**config.mk**
```make
export PLATFORM = sky130hd
export DESIGN_NAME = divide_by_ten
export DESIGN_NICKNAME = d
export VERILOG_FILES = /design/src/rtl/divide_by_ten.sv
export SDC_FILE = /design/constraint.sdc
export NUM_CORES = 1
export LEC_CHECK = 0
export CAP_MARGIN = 20
export CORE_UTILIZATION = 34
export DETAILED_ROUTE_END_ITERATION = 8
export GPL_TIMING_DRIVEN = 1
export PLACE_DENSITY = 0.62
export SLEW_MARGIN = 30
export SYNTH_ARGS = -nofsm -noshare
export SYNTH_HDL_FRONTEND = slang
export SYNTH_SLANG_ARGS = --single-unit
```
**constraint.sdc**
```tcl
create_clock -name clk -period 3.4 [get_ports clk]
set_clock_uncertainty 0.1 [all_clocks]
set_input_delay 0.85 -clock clk [delete_from_list [all_inputs] [get_ports clk]]
set_output_delay 0.85 -clock clk [all_outputs]
set_load 0.02 [all_outputs]
```
**src/rtl/divide_by_ten.sv**
```systemverilog
// divide_by_ten: sequential 13-bit unsigned divide-by-ten.
// One restoring-division step per clock; 13 steps per operation, data-independent.
// Quotient/Remainder are registered and only change on completion.
//
// Ports:
//   clk        system clock, rising edge
//   reset      synchronous, active-high reset
//   Start      request; accepted only while Busy=0
//   X          13-bit unsigned dividend, sampled on the accepting edge
//   Busy       high while a division is in progress
//   Done       one-cycle pulse when Quotient/Remainder are updated
//   Quotient   floor(X/10), 0..819
//   Remainder  X mod 10, 0..9
module divide_by_ten (
    input  logic        clk,
    input  logic        reset,
    input  logic        Start,
    input  logic [12:0] X,
    output logic        Busy,
    output logic        Done,
    output logic [12:0] Quotient,
    output logic [3:0]  Remainder
);

    typedef enum logic {
        StIdle,
        StRun
    } state_e;

    state_e      state_q, state_d;
    logic [12:0] d_q, d_d;      // dividend shifts out the top, quotient bits shift in
    logic [4:0]  r_q, r_d;      // partial remainder, always < 10 between steps
    logic [3:0]  c_q, c_d;      // steps remaining minus one
    logic        busy_q, busy_d;
    logic        done_q, done_d;
    logic [12:0] quo_q, quo_d;
    logic [3:0]  rem_q, rem_d;

    // Single restoring step. Since R < 10, T = 2R + bit <= 19 fits in 5 bits.
    logic [4:0]  t;
    logic        step_ge;
    logic [4:0]  r_step;
    logic [12:0] d_step;

    always_comb begin
        t       = {r_q[3:0], d_q[12]};
        step_ge = (t >= 5'd10);
        r_step  = step_ge ? (t - 5'd10) : t;
        d_step  = {d_q[11:0], step_ge};
    end

    always_comb begin
        state_d = state_q;
        d_d     = d_q;
        r_d     = r_q;
        c_d     = c_q;
        busy_d  = busy_q;
        done_d  = 1'b0;
        quo_d   = quo_q;
        rem_d   = rem_q;

        unique case (state_q)
            StIdle: begin
                if (Start) begin
                    d_d     = X;
                    r_d     = 5'd0;
                    c_d     = 4'd12;
                    busy_d  = 1'b1;
                    state_d = StRun;
                end
            end
            StRun: begin
                d_d = d_step;
                r_d = r_step;
                if (c_q == 4'd0) begin
                    state_d = StIdle;
                    busy_d  = 1'b0;
                    done_d  = 1'b1;
                    quo_d   = d_step;
                    rem_d   = r_step[3:0];
                end else begin
                    c_d = c_q - 4'd1;
                end
            end
        endcase
    end

    always_ff @(posedge clk) begin
        if (reset) begin
            state_q <= StIdle;
            d_q     <= '0;
            r_q     <= '0;
            c_q     <= '0;
            busy_q  <= 1'b0;
            done_q  <= 1'b0;
            quo_q   <= '0;
            rem_q   <= '0;
        end else begin
            state_q <= state_d;
            d_q     <= d_d;
            r_q     <= r_d;
            c_q     <= c_d;
            busy_q  <= busy_d;
            done_q  <= done_d;
            quo_q   <= quo_d;
            rem_q   <= rem_d;
        end
    end

    assign Busy      = busy_q;
    assign Done      = done_q;
    assign Quotient  = quo_q;
    assign Remainder = rem_q;

endmodule
```
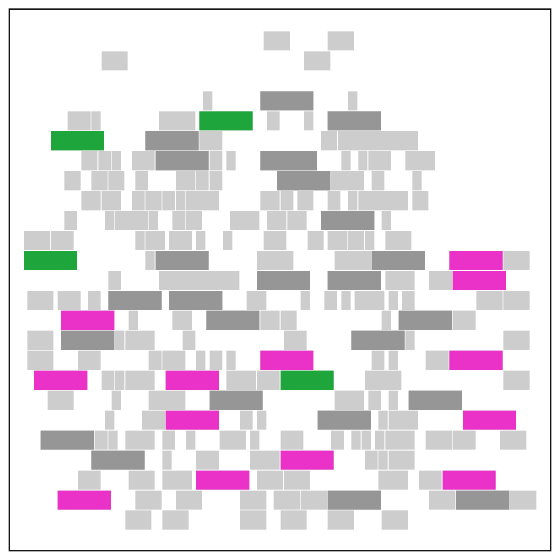
**Above:** sequential cells grouped by signal name.
Other sequential cells in the stronger gray, the rest of the logic in the fainter gray.
| netlist name | color | flops |
|---|---|---|
| `Remainder` | green | 4 |
| `Quotient` | magenta | 13 |

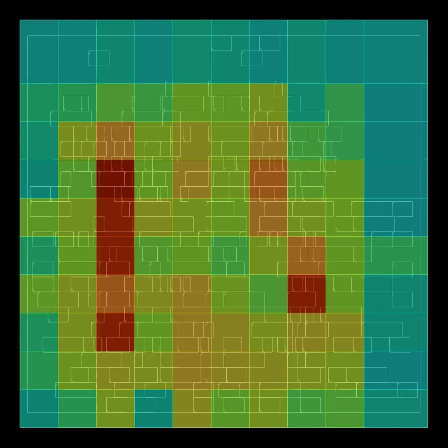
**Above:** routing congestion map.
final core utilization: 46.5%
busiest grt layer: met2
met2 GRT Util: 24.9%
DR WL/cell: 13.3 um

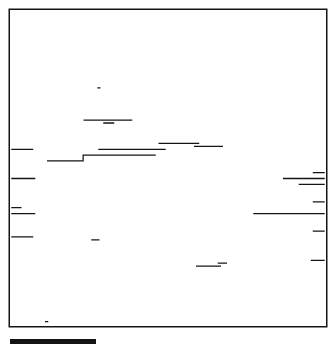
**Above:** M3 wires.
Scale bar: 20 um.
wire length on this layer: 145 um
longest straight run: 16.8 um
main direction: horizontal
share of all routed wire: 3.8%

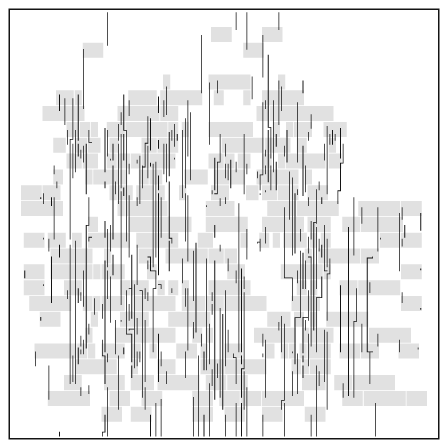
**Above:** met2 routing.
longest straight run: 28.9 um
main direction: vertical

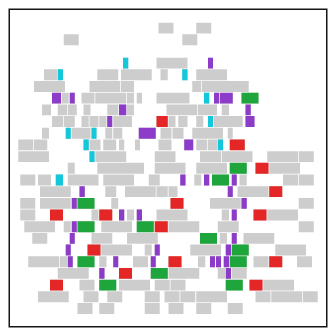
**Above:** gate-type map.
| family | color | cells |
|---|---|---|
| inverters | cyan | 11 |
| AND-OR and OR-AND gates | red | 15 |
| NAND gates | purple | 35 |
| multiplexers | green | 13 |

==> qor.yml <==
numCtsBuffers: 5
clockBufferDepth: 2
drt_iter0_drc: 62
lay_top_cells: "40 x dfxtp_1, 34 x clkdlybuf4s50_1, 29 x nand2_1"
status: "finished clean"
routed-wl-met2_um: 1790
finalHoldViolCount: 0
drc: 0
avgSynthCellArea_um2: 9.47
dp_hpwl_um: 2490
io_buffers: 34
row_count: 25
clkLatencyLatePin_ns: 0.29
gp_congestion: 0.823
met1_usage_pct: 18.0
startpoint_type: "input port"
fp_util_pct: 36.2
synth_nets: 202
worstHoldStart: "Busy$_SDFFE_PP0P_"
synthCells: 184
async_flop_share_pct: 0
wl_met1_um: 1780
synth-edff-count: 0
nNetsFinal: 233
layout-drive-gt1-share_pct: 12.0
ys_seq_share_pct: 47.1
rsz0062_at_grt: "false"
cts.sinks: 41
yosysWarnings: 0
ys_ff: 41
grt_overflow: 0
r2r_cells: 5
grt_pass1_wl_um: 6020
htreeDepth: 2
arrival_ns: 2.49
tightest_slew_ns: 0.857
area_growth_pct: 28.7
drv_slew: 0
crit_slowest_cell: "a21oi_2"
chip_area_um2: 5410
r2r-end: "c_q[3]$_SDFFE_PP0P_"
tool_warnings: 26
layoutNonFillerInstCount: 283
crit_type: "input port to flip-flop"
ys_cells: 184
post_cts_buffers: 0
endpoint_kind: "flip-flop"
fp.dieW_um: 73.6
yosysUniqueCellTypes: 42
endpoint: "c_q[3]$_SDFFE_PP0P_"
ff_type: "dfxtp_1"
min_period_over_period_pct: 69.3
powerDensity_nw_per_um2: 520
crit_start: "reset"
grtUsageTotal_pct: 15.1
cts_hold_buf: 0
die_height_um: 73.6
finalSetupTns_ns: 0
relSlewSlack_pct: 42.7
setup_viol: 0
antenna_found_initial: 0
synth_area_um2: 1740
core_area_um2: 4820
grt_util_met3_pct: 3.43
cpPeakStageDelay_ns: 0.72
wl_um: 3780
cap_violations: 0
firstDrtPassIters: 4
highest_layer: "met4"
r2r-start: "c_q[0]$_SDFFE_PP0P_"
first_global_vias: 1292
Yosys cell counts (3+ instances only):
cell type   n  area share (%)
a21oi_1    20             5.7
nand2_1    29             6.2
a22o_1     13             6.5
nor2_1      4            0.86
buf_2       5             1.4
dfxtp_1    41              47
nor3b_1     3             1.3
nor2b_1     3             1.1
inv_1       9             1.9
clkbuf_1    3            0.65
mux2_1      3             1.9
mux2_2     10             6.5
nand2b_1    3             1.1
flip-flops by register name, summed over array words and instances (netlist names):
signal     cells
Quotient      13
d_q           13
Remainder      4
c_q            4
r_q            4
Busy           1
Done           1
state_q        1
critical path: cells and delay by family:
family                 cells  cell delay [ns]
AND-OR/OR-AND              2             0.99
buffers and inverters      1             0.65
report_power, final:
group,internal (uW),switching [uW],total [uW]
clock network,292,170,462
registers,509,35.3,544
logic,78.8,79.5,158
total,880,285,1160
cells by family (layout without fill, tap and decap cells):
group	count (synthesis)	after routing	synth area share, %
flip-flops	41	41	47.1
multiplexers	13	13	8.41
adder cells (fa/ha/maj)	2	2	1.44
buffers and inverters	22	54	6.25
AND/OR/NAND/NOR	55	55	16.6
AND-OR/OR-AND	51	51	20.2
layout make-up:
class / count / area (um2)
fill: 504 / 2570
sequential: 41 / 822
multi-input combinational: 121 / 812
timing repair buffer: 35 / 348
tap: 67 / 83.8
clock buffer: 5 / 68.8
clock inverter: 3 / 65.1
inverter: 11 / 42.5
through the flow:
stage | hold slack, ns | util (%) | setup slack (ns) | area (um2)
after floorplan | 0.340 | - | 1.68 | 1740
after global placement | 0.343 | 43.7 | 0.714 | 2110
after detailed placement | 0.345 | 43.8 | 0.722 | 2110
after CTS | 0.360 | 46.5 | 1.03 | 2240
after global routing | 0.383 | 46.5 | 0.924 | 2240
final | 0.358 | 46.5 | 1.04 | 2240
